## src/rtl/instr_fetch_unit.sv

```systemverilog
// instr_fetch_unit
//   Fetch stage feeding the control unit. Holds the program counter, drives the
//   instruction-memory address and captures the returned word into the IF/ID
//   instruction register. The register is split into decode fields for the
//   control unit and the register file.
//
//   Ports:
//     clk, rst      clock / synchronous active-high reset
//     imem_addr     instruction-memory byte address (the fetch PC)
//     imem_data     instruction word read combinationally from imem_addr
//     stall         hold PC, IR and valid this cycle
//     pc_load       redirect: load pc_target (word aligned), flush IR
//     pc_target     redirect address, bits [1:0] forced to zero
//     PC, IR        address and word of the captured instruction
//     valid         IR holds a real instruction
//     halted        fetch has stopped on HALT_INSTR
//     OP, Funct3, Funct7, RA1, RA2, WA   slices of IR
module instr_fetch_unit #(
  parameter int unsigned          PC_WIDTH   = 8,
  parameter logic [PC_WIDTH-1:0]  RESET_PC   = '0,
  parameter logic [31:0]          HALT_INSTR = 32'h00000073
) (
  input  logic                clk,
  input  logic                rst,
  output logic [PC_WIDTH-1:0] imem_addr,
  input  logic [31:0]         imem_data,
  input  logic                stall,
  input  logic                pc_load,
  input  logic [PC_WIDTH-1:0] pc_target,
  output logic [PC_WIDTH-1:0] PC,
  output logic [31:0]         IR,
  output logic                valid,
  output logic                halted,
  output logic [6:0]          OP,
  output logic [2:0]          Funct3,
  output logic [6:0]          Funct7,
  output logic [4:0]          RA1,
  output logic [4:0]          RA2,
  output logic [4:0]          WA
);

  localparam logic [31:0]         NOP        = 32'h00000013;
  localparam logic [PC_WIDTH-1:0] PC_STEP    = PC_WIDTH'(4);
  localparam logic [PC_WIDTH-1:0] ALIGN_MASK = {{(PC_WIDTH-2){1'b1}}, 2'b00};

  typedef enum logic [1:0] {
    ST_BOOT,
    ST_RUN,
    ST_HALT
  } state_e;

  state_e              state_q, state_d;
  logic [PC_WIDTH-1:0] fetch_pc_q, fetch_pc_d;
  logic [PC_WIDTH-1:0] pc_q, pc_d;
  logic [31:0]         ir_q, ir_d;
  logic                valid_q, valid_d;

  // State register
  always_ff @(posedge clk) begin
    if (rst) begin
      state_q    <= ST_BOOT;
      fetch_pc_q <= RESET_PC;
      pc_q       <= RESET_PC;
      ir_q       <= NOP;
      valid_q    <= 1'b0;
    end else begin
      state_q    <= state_d;
      fetch_pc_q <= fetch_pc_d;
      pc_q       <= pc_d;
      ir_q       <= ir_d;
      valid_q    <= valid_d;
    end
  end

  // Next-state logic
  always_comb begin
    state_d    = state_q;
    fetch_pc_d = fetch_pc_q;
    pc_d       = pc_q;
    ir_d       = ir_q;
    valid_d    = valid_q;
    unique case (state_q)
      // One dead cycle so memory sees a settled address before the first capture.
      ST_BOOT: state_d = ST_RUN;
      ST_RUN: begin
        if (pc_load) begin
          fetch_pc_d = pc_target & ALIGN_MASK;
          ir_d       = NOP;
          valid_d    = 1'b0;
        end else if (!stall) begin
          ir_d    = imem_data;
          pc_d    = fetch_pc_q;
          valid_d = 1'b1;
          // The halt word is captured but the fetch address stays on it.
          if (imem_data == HALT_INSTR) begin
            state_d = ST_HALT;
          end else begin
            fetch_pc_d = fetch_pc_q + PC_STEP;
          end
        end
      end
      ST_HALT: valid_d = 1'b0;
      default: state_d = ST_BOOT;
    endcase
  end

  // Outputs
  always_comb begin
    imem_addr = fetch_pc_q;
    PC        = pc_q;
    IR        = ir_q;
    valid     = valid_q;
    halted    = (state_q == ST_HALT);
    OP        = ir_q[6:0];
    WA        = ir_q[11:7];
    Funct3    = ir_q[14:12];
    RA1       = ir_q[19:15];
    RA2       = ir_q[24:20];
    Funct7    = ir_q[31:25];
  end

endmodule

```

## config.mk

```make
export PLATFORM = sky130hd
export DESIGN_NAME = instr_fetch_unit
export DESIGN_NICKNAME = d
export VERILOG_FILES = /design/src/rtl/instr_fetch_unit.sv
export SDC_FILE = /design/constraint.sdc
export NUM_CORES = 1
export LEC_CHECK = 0
export CORE_AREA = 4 4 90 92
export DETAILED_ROUTE_END_ITERATION = 16
export DIE_AREA = 0 0 94 96
export PLACE_DENSITY = 0.7
export SLEW_MARGIN = 20
export SYNTH_ARGS = -nofsm -noshare
export SYNTH_HDL_FRONTEND = slang
export SYNTH_SLANG_ARGS = --single-unit
```

## constraint.sdc

```tcl
create_clock -name clk -period 2.1 [get_ports clk]
set_clock_uncertainty 0.1 [all_clocks]
set_input_delay 0.42 -clock clk [delete_from_list [all_inputs] [get_ports clk]]
set_output_delay 0.42 -clock clk [all_outputs]
set_load 0.01 [all_outputs]
```

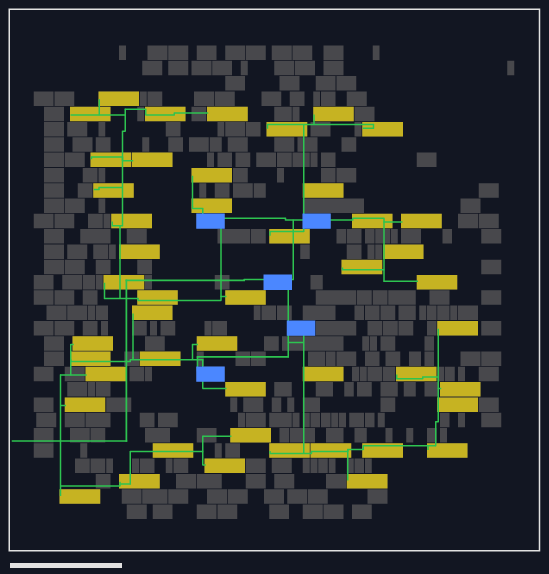
(run_1/clock_map.png)
The bar under the picture is 20 µm long.
yellow -> flip-flops  # count 47
green -> clock wires  # length 575 µm
blue -> cells driving clock nets  # count 5
routed clock nets = 6
flops lie = widely spread
clock latency of the later-clocked register in the worst-skew pair: 0.29 ns
portion of total power attributed to the clock network: 37.2%
power of the clock network: 0.000771 W

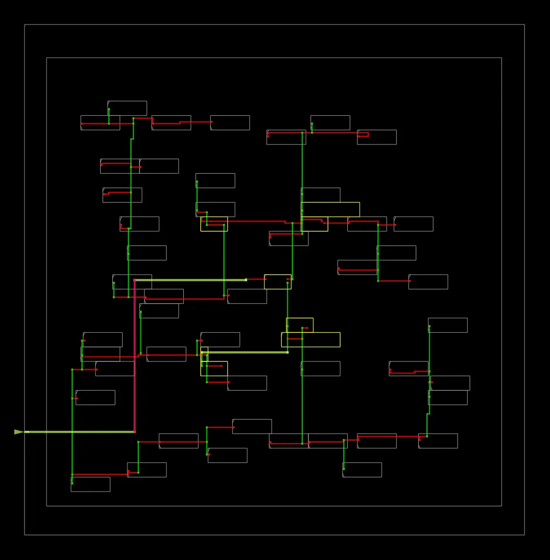
(run_1/final_clocks.png)
total number of clock tree sinks: 47
count of clock-net buffers in the final layout: 6

==> Changelog: implementation, run 1 <==
### Implementation results

* Post-route DRC at 0
* Share of total power in combinational logic at 17.2%
* Result of the run: finished clean
* Worst VDD drop at 256 µV
* Largest family of logic cells by area: simple AND/OR/NAND/NOR gates
* Cell class contributing the biggest share of worst-path delay: buffers and inverters
* Io pins at 126
* Net Sw Power at roughly 0.00047 W
* Maximum number of pins on one net before global-route repair at 30
* Weighted congestion at the end of routability-driven global placement at 0.785
* Final-report hold violation count at 0
* Final Max Slew Viols at 0
* Layout-stage area growth over the synthesis result at 64.4%
* Remaining global-route overflow at 0
* WL per Instance at 14.9 µm
* PortBufs at around 120
* Number of cells in Yosys stat at 245
* Detailed Routing Iterations Pass 1 at 5
* Total routed wirelength at 6.72 mm
* Number of max-cap violations at 0
* Design internal power at 0.00160 W
* Actual slew at the worst max-slew pin at between 0.5 and 0.6 ns
* Sw Ratio at roughly 23%
* LEAKAGE at 1.31 nW
* Setup repair after global routing missed its margin: false
* Die ar. at 9020 µm²
* Largest stage delay on the critical path at between 0.5 and 0.6 ns
* Min cycle time layout at 1.99 ns
* Final antenna diode count at 0
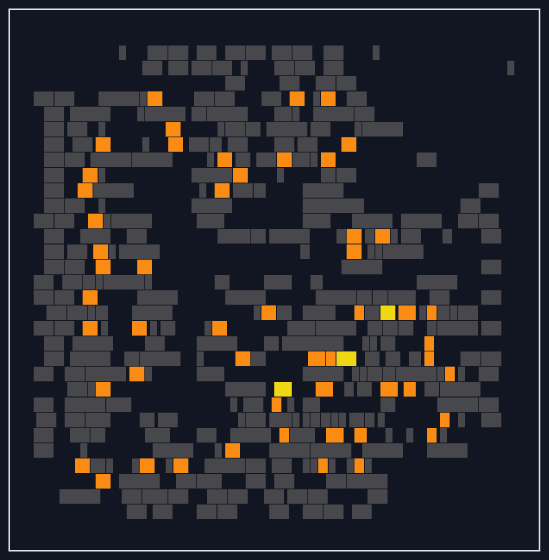
(run_1/gate_families.png)
yellow -> AND-OR and OR-AND gates  # cells 3
orange -> inverting AOI/OAI gates  # cells 53, most used a22oi_1
most frequent standard cell in the layout excluding fill and tap cells: clkdlybuf4s50_1
final standard cell count with taps included and fillers excluded: 450
combinational share of cell area: 25.5%

[run 1: cell usage after synthesis (all sizes together), types with 3 or more instances]
cell type  count  area [µm²]
clkbuf        12        45.0
a22oi         29         218
nor2          36         135
nor4b          3        26.3
o21bai         3        22.5
dfxtp         47         941
nand3          5        25.0
inv            3        11.3
nor4           4        25.0
nand2         19        71.3
buf           38         289
nor3           4        25.0
a21oi         10        50.1
[run 1: routing by layer]
| metal | share of wire [%] | track usage (%) | vias to the layer above |
|---|---|---|---|
| met3 | 5.7 | 3.99 | 6 |
| met1 | 44 | 19.6 | 993 |
| li1 | - | - | 1037 |
| met2 | 50 | 24.8 | 82 |
| met5 | 0 | 0 | - |
| met4 | 0.85 | 3.97 | 0 |
[run 1: metrics by stage]
stage	cell area, µm²	setup slack (ns)	setup TNS [ns]
2_1_floorplan	2150	0.169	0
3_3_place_gp	3350	-0.292	-1.55
3_5_place_dp	3350	-0.228	-1.73
4_1_cts	3490	0.0885	0
5_1_grt	3520	0.00467	0
6_report	3520	0.106	0
[run 1: cells by family after synthesis]
kind of cell | Yosys count
flops | 47
other cells | 1
compound gates | 56
mux | 3
fa+ha+maj | 1
simple gates | 83
xor+xnor | 1
buf+inv | 53
[run 1: layout by cell type, fill, tap and decap left out, types with 2 or more instances in the layout]
cell type	count
a22oi_1	29
nor4_2	2
clkbuf_8	5
nand3_1	5
mux2i_1	2
nor4b_1	2
or4_1	2
buf_12	2
o31ai_1	2
nor3_1	3
buf_4	24
nand2_1	19
o21ai_0	2
a31oi_1	2
nor4_1	2
bufinv_16	2
inv_1	2
a21oi_1	10
a311oi_1	2
nor2_1	36
clkdlybuf4s50_1	115
dfxtp_1	47
o21bai_1	3
o311ai_0	2
nand4_1	2
conb_1	4
dlymetal6s2s_1	3
[run 1: registers in the layout (all words and copies together), names as in the netlist]
name,flops
PC,6
state_q,2
valid,1
IR,32
imem_addr,6
[run 1: power groups by stage]
stage	logic (W)	clock network (W)	registers, W
after floorplan	0.000141	0	0.000972
after global placement	0.000351	0	0.000965
after detailed placement	0.000355	0	0.000966
after CTS	0.000356	0.000795	0.000946
after global routing	0.000385	0.000836	0.000950
final	0.000355	0.000771	0.000945
[run 1: layout make-up]
class | instances | area (µm²)
multi-input cells | 148 | 896
well taps | 99 | 124
inverters | 3 | 11.3
fillers | 716 | 3700
clock inverters | 2 | 60.1
flip-flops and latches | 47 | 941
clock buffers | 6 | 72.6
repair buffers | 145 | 1410
[run 1: repair_timing]
action,in CTS,in global routing
endpoints found under the setup margin,0,4
resized,0,7
buffers inserted,0,0
[run 1: final timing paths]
check / startpoint / end / slack (ns) / cells past startpoint
setup / recovery: imem_data[25] / imem_addr[7]$_SDFFE_PP0P_ / 0.11 / 8
hold / removal: imem_data[29] / IR[29]$_SDFFE_PP0P_ / 0.35 / 3
setup reg to reg: state_q[1]$_SDFFE_PP0P_ / imem_addr[7]$_SDFFE_PP0P_ / 0.34 / 5
hold reg to reg: PC[7]$_SDFFE_PP0P_ / PC[7]$_SDFFE_PP0P_ / 0.35 / 2
[run 1: worst min-delay path: stages]
cell	delay (ns)
dlymetal6s2s_1	0.12
a22oi_1	0.09
nor2_1	0.08
==> run_1/metal_stack.png <==
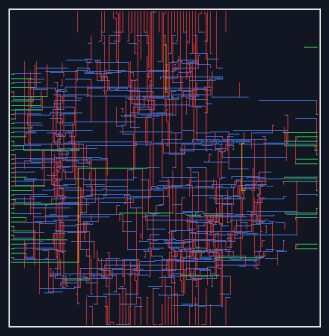

==> inputs of run 2 (changes only) <==
PLACE_DENSITY = not set   (was 0.7)
PLACE_DENSITY_LB_ADDON = 0.1   (was not set)
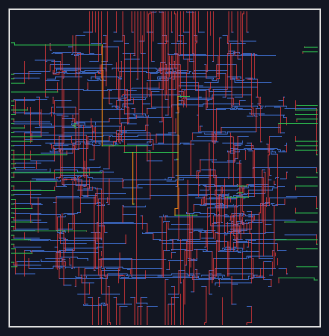
(run_2/metal_stack.png)
blue -> met1  # wire length 3010 µm
green -> met3  # wire length 402 µm
red -> met2  # wire length 3150 µm
orange -> met4  # wire length 83.2 µm
total routed wirelength: 6.64 mm
routed vias: 2107

==> run 2 against run 1 <==
  * Critical path depth shrank 1
  * Clock-buffer cell count stayed put
  * Cell area unchanged
  * Highest routed layer unchanged
  * Area after synthesis unchanged
  * Total power is 3.5% lower
  * First-iteration DRC count up 23%
  * Non-clock buffer count is the same
==> Changelog: implementation, run 2 <==
### Implementation results

* Number of cells in Yosys stat at 245 (unchanged)
* Portion of total power attributed to the clock network at 34.8% (was 37.2%)
* Final antenna diode count at 0 (unchanged)
* Number of cells on the worst reg-to-reg path at 5 (unchanged)
* Maximum number of pins on one net before global-route repair at 37 (was 30)
* Sw Ratio at 24.3% (was 22.7%)
* Top library cells by usage in the layout, fill and taps aside: 115 x clkdlybuf4s50_1, 47 x dfxtp_1, 36 x nor2_1, 29 x a22oi_1, 24 x buf_4 (unchanged)
* Total setup buffers inserted after CTS at 0 (unchanged)
* Leading cell types by count after synthesis: 47 x dfxtp_1, 37 x buf_4, 36 x nor2_1 (unchanged)
* Most frequent standard cell in the layout excluding fill and tap cells: clkdlybuf4s50_1 (unchanged)
* Count leader, synth: dfxtp_1 (unchanged)
* Result of the run: finished clean (unchanged)
* Clock latency of the later-clocked register in the worst-skew pair at 0.30 ns (was 0.29 ns)
* Number of max-cap violations at 0 (unchanged)
* Layout-stage area growth over the synthesis result at 64.4% (unchanged)
* Worst VDD drop at 260 µV (was 256 µV)
* Die ar. at 9020 µm² (unchanged)
* Max reg flops at 32 (unchanged)
* Final-report hold violation count at 0 (unchanged)
* Min cycle time layout at 2.01 ns (was 1.99 ns)
* Destination of the worst register-to-register timing path: imem_addr[7]$_SDFFE_PP0P_ (unchanged)
* Worst flop-to-flop path startpoint: state_q[1]$_SDFFE_PP0P_ (unchanged)
==> run 2: cell count changes in the layout (fill, tap and decap cells not counted) <==
cell / change
clkinv_2: +1
nor4b_4: +1
nor4b_2: +1
bufinv_16: -1
nor4b_1: -2
nor4bb_1: +1
nor4bb_2: -1
clkbuf_1: -1
clkbuf_8: +1
==> run 2: layout make-up <==
class	count	area, µm²	area share [%]
timing repair buffer	145	1410	40.2
sequential	47	941	26.7
multi-input combinational	148	911	25.9
tap	99	124	3.52
clock buffer	6	82.6	2.35
clock inverter	2	35.0	0.996
inverter	3	11.3	0.320
==> run 2: per-stage QoR <==
stage	area, µm²	power, W	hold WS (ns)	setup slack, ns
after floorplan	2150	0.00111	0.331	0.169
after CTS	3470	0.00202	0.358	0.00536
final	3520	0.00200	0.336	0.0872
after detailed placement	3350	0.00132	0.345	-0.323
after global placement	3350	0.00132	0.342	-0.298
after global routing	3520	0.00209	0.377	-0.0201
==> run 2: routing by layer <==
| layer | track usage [%] | vias up | part of all wire (%) |
|---|---|---|---|
| met4 | 5.05 | 0 | 1.3 |
| met5 | 0 | - | 0 |
| met2 | 22.6 | 78 | 47 |
| met3 | 3.52 | 8 | 6.0 |
| li1 | - | 1033 | - |
| met1 | 19.6 | 988 | 45 |
==> run 2: power by group through the flow <==
stage / Combinational [W] / Clock (W) / Sequential [W]
2_1_floorplan: 0.000141 / 0 / 0.000972
3_3_place_gp: 0.000354 / 0 / 0.000965
3_5_place_dp: 0.000355 / 0 / 0.000965
4_1_cts: 0.000357 / 0.000715 / 0.000945
5_1_grt: 0.000389 / 0.000749 / 0.000951
6_report: 0.000358 / 0.000695 / 0.000944
==> run 2: critical path: cells and delay by family <==
family / cells / cell delay, ns
AND-OR/OR-AND: 1 / 0.26
buffers and inverters: 2 / 0.63
multiplexers: 1 / 0.18
AND/OR/NAND/NOR: 3 / 0.58
==> run 2: worst min-delay path by stage <==
stage / from / endpoint / cells after the start
6_report: imem_data[29] / IR[29]$_SDFFE_PP0P_ / 3
5_1_grt: PC[4]$_SDFFE_PP0P_ / PC[4]$_SDFFE_PP0P_ / 2
4_1_cts: PC[4]$_SDFFE_PP0P_ / PC[4]$_SDFFE_PP0P_ / 2
3_5_place_dp: PC[4]$_SDFFE_PP0P_ / PC[4]$_SDFFE_PP0P_ / 2
3_3_place_gp: PC[7]$_SDFFE_PP0P_ / PC[7]$_SDFFE_PP0P_ / 2
2_1_floorplan: state_q[1]$_SDFFE_PP0P_ / state_q[0]$_SDFFE_PP0P_ / 1
==> run 2: kinds of logic (layout without fill, tap and decap cells) <==
kind of cell	count (synthesis)	after routing	synth area share [%]
compound gates	56	56	18.6
xor+xnor	1	1	0.409
fa+ha+maj	1	1	0.585
buf+inv	53	156	16.1
flops	47	47	44.0
mux	3	3	1.46
other cells	1	4	0.175
simple gates	83	83	18.7
==> run_2/clock_map.png <==
The bar under the picture is 20 µm long.
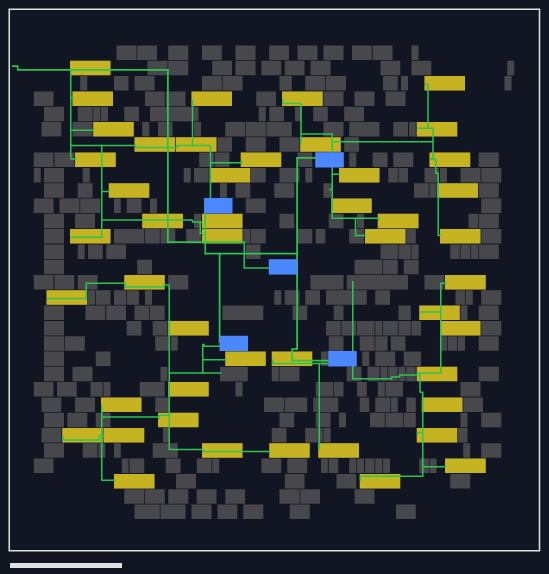

==> inputs of run 3 (changes only) <==
CORE_AREA = 4 4 103 81   (was 4 4 90 92)
DIE_AREA = 0 0 107 85   (was 0 0 94 96)
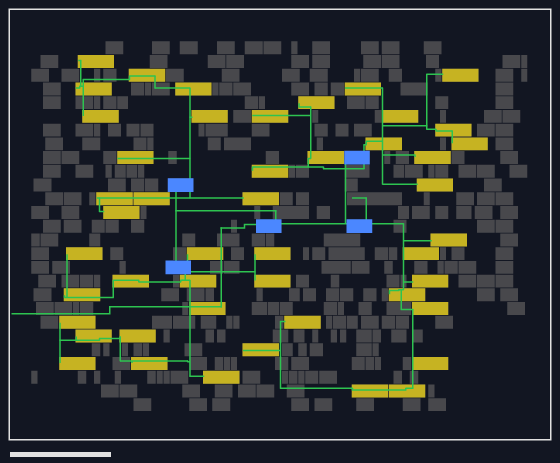
(run_3/clock_map.png)
The bar under the picture is 20 µm long.
blue -> cells driving clock nets  # count 5
yellow -> flip-flops  # count 47
green -> clock wires  # length 606 µm
flops lie = widely spread
routed clock nets = 6
power of the clock network: 0.000689 W
portion of total power attributed to the clock network: 34.5%

==> run 3 against run 2 <==
  * Via count is 0.81% higher
  * Worst setup slack lost 0.036 ns
  * First-iteration DRC count fell by 6.5%
  * Largest power group unchanged
  * Cell count rose by 1.1%
  * Cell area increased by 0.28%
  * Sequential cell count unchanged
  * Register-to-register slack lost 0.05 ns
  * Combinational power rose by 2%
  * Clock power decreased by 0.9%
  * Critical endpoint is now imem_addr[7]$_SDFFE_PP0P_
  * Global-route usage is 0.078 points lower
  * Sequential power barely moved
  * Highest routed layer unchanged
==> Changelog: implementation, run 3 <==
### Implementation results

* Result of the run: finished clean (unchanged)
* Worst VDD drop at 234 µV (was 260 µV)
* Top cells by area: dfxtp_1 44%, buf_4 13%, a22oi_1 10% (unchanged)
* Share of total power in combinational logic at 18.2% (was 17.9%)
* WP depth at 8 (was 7)
* PortBufs at 119 (unchanged)
* Number of max-cap violations at 0 (unchanged)
* Leading cell types by count after synthesis: 47 x dfxtp_1, 37 x buf_4, 36 x nor2_1 (unchanged)
* Register-to-register setup slack at 0.34 ns (was 0.39 ns)
* Most frequent standard cell in the layout excluding fill and tap cells: clkdlybuf4s50_1 (unchanged)
* Total routed wirelength at 6.77 mm (was 6.64 mm)
* Cell area after placement at 3390 µm² (was 3350 µm²)
* WL per Instance at 14.9 µm (was 14.7 µm)
* Die ar. at 9100 µm² (was 9020 µm²)
* Detailed Routing Iterations Pass 1 at 4 (unchanged)
* Final instance area at 3530 µm² (was 3520 µm²)
* Number of cells on the worst reg-to-reg path at 5 (unchanged)
* Area leader share at 44.0% (unchanged)
* Top library cells by usage in the layout, fill and taps aside: 117 x clkdlybuf4s50_1, 47 x dfxtp_1, 36 x nor2_1, 29 x a22oi_1, 26 x buf_4 (was 115 x clkdlybuf4s50_1, 47 x dfxtp_1, 36 x nor2_1, 29 x a22oi_1, 24 x buf_4)
* Maximum number of pins on one net before global-route repair at 25 (was 37)
* Max reg flops at 32 (unchanged)
* Number of cells in Yosys stat at 245 (unchanged)
* Sw Ratio at 24.0% (was 24.3%)
* Io pins at 126 (unchanged)
* Layout-stage area growth over the synthesis result at 64.9% (was 64.4%)
* CP Capture Point: imem_addr[7]$_SDFFE_PP0P_ (was imem_addr[3]$_SDFFE_PP0P_)
* Setup TNS at 0 ns (unchanged)
* Worst flop-to-flop path startpoint: state_q[0]$_SDFFE_PP0P_ (was state_q[1]$_SDFFE_PP0P_)
* Design internal power at 0.00152 W (was 0.00151 W)
* Clock latency of the later-clocked register in the worst-skew pair at 0.29 ns (was 0.30 ns)
* Cell class contributing the biggest share of worst-path delay: simple AND/OR/NAND/NOR gates (was buffers and inverters)
* Final-report hold violation count at 0 (unchanged)
* Final antenna diode count at 0 (unchanged)
* Total number of clock tree sinks at 47 (unchanged)
* Min cycle time layout at 2.05 ns (was 2.01 ns)
* Post-route DRC at 0 (unchanged)
* Weighted congestion at the end of routability-driven global placement at 0.782 (was 0.741)
* Largest stage delay on the critical path at 0.52 ns (was 0.47 ns)
[run 3: cell count changes in the layout (fill, tap and decap cells not counted), sizes merged]
cell / delta
buf: +3
dlymetal6s2s: -2
clkdlybuf4s50: +2
[run 3: per-stage QoR]
step	total power (W)	worst slack, ns	hold WS, ns
5_1_grt	0.00210	-0.0343	0.364
2_1_floorplan	0.00111	0.169	0.331
3_3_place_gp	0.00133	-0.308	0.345
3_5_place_dp	0.00133	-0.332	0.351
6_report	0.00200	0.0513	0.350
4_1_cts	0.00203	0.0463	0.364
[run 3: power by group through the flow]
stage	Combinational (W)	Clock (W)	Sequential, W
4_1_cts	0.000367	0.000716	0.000946
5_1_grt	0.000391	0.000759	0.000951
3_3_place_gp	0.000362	0	0.000966
6_report	0.000364	0.000689	0.000946
3_5_place_dp	0.000363	0	0.000966
2_1_floorplan	0.000141	0	0.000972
[run 3: timing repair]
action,CTS,global route
setup endpoints to repair,2,2
hold endpoints to repair,0,0
gates resized,2,2
buffers inserted,0,0
pin swaps,0,1
[run 3: cell type report]
cell class	count	area [µm²]
tap	101	126
timing repair buffer	148	1440
sequential	47	941
clock inverter	2	35.0
fill	711	3700
clock buffer	6	82.6
inverter	3	11.3
multi-input combinational	148	888
[run 3: how the worst min path moves through the flow]
stage	endpoint	cells after the start	start	slack (ns)
3_3_place_gp	PC[7]$_SDFFE_PP0P_	2	PC[7]$_SDFFE_PP0P_	0.35
2_1_floorplan	state_q[0]$_SDFFE_PP0P_	1	state_q[1]$_SDFFE_PP0P_	0.33
4_1_cts	PC[4]$_SDFFE_PP0P_	2	PC[4]$_SDFFE_PP0P_	0.36
5_1_grt	IR[8]$_SDFFE_PP0P_	3	imem_data[8]	0.36
6_report	IR[8]$_SDFFE_PP0P_	3	imem_data[8]	0.35
3_5_place_dp	PC[4]$_SDFFE_PP0P_	2	PC[4]$_SDFFE_PP0P_	0.35
[run 3: logic make-up after synthesis]
group	after synthesis	synth area share, %
simple gates	83	18.7
compound gates	56	18.6
buf+inv	53	16.1
flops	47	44.0
mux	3	1.46
fa+ha+maj	1	0.585
other cells	1	0.175
xor+xnor	1	0.409
[run 3: worst reg2reg max path: stages, from the launching register on]
cell      delay [ns]
dfxtp_1         0.41
nand2b_4        0.09
a21o_1          0.17
or3_1           0.29
or4_1           0.47
a31oi_1         0.17
[run 3: metal layers]
layer / global-route usage, % / share of wire, % / up-vias
met5: 0 / 0 / -
met4: 2.79 / 0.22 / 0
met3: 3.95 / 6.6 / 2
met2: 21.9 / 43 / 79
met1: 20.6 / 50 / 998
li1: - / - / 1045
No activity file was given, so power comes from the tool's default toggle rates.
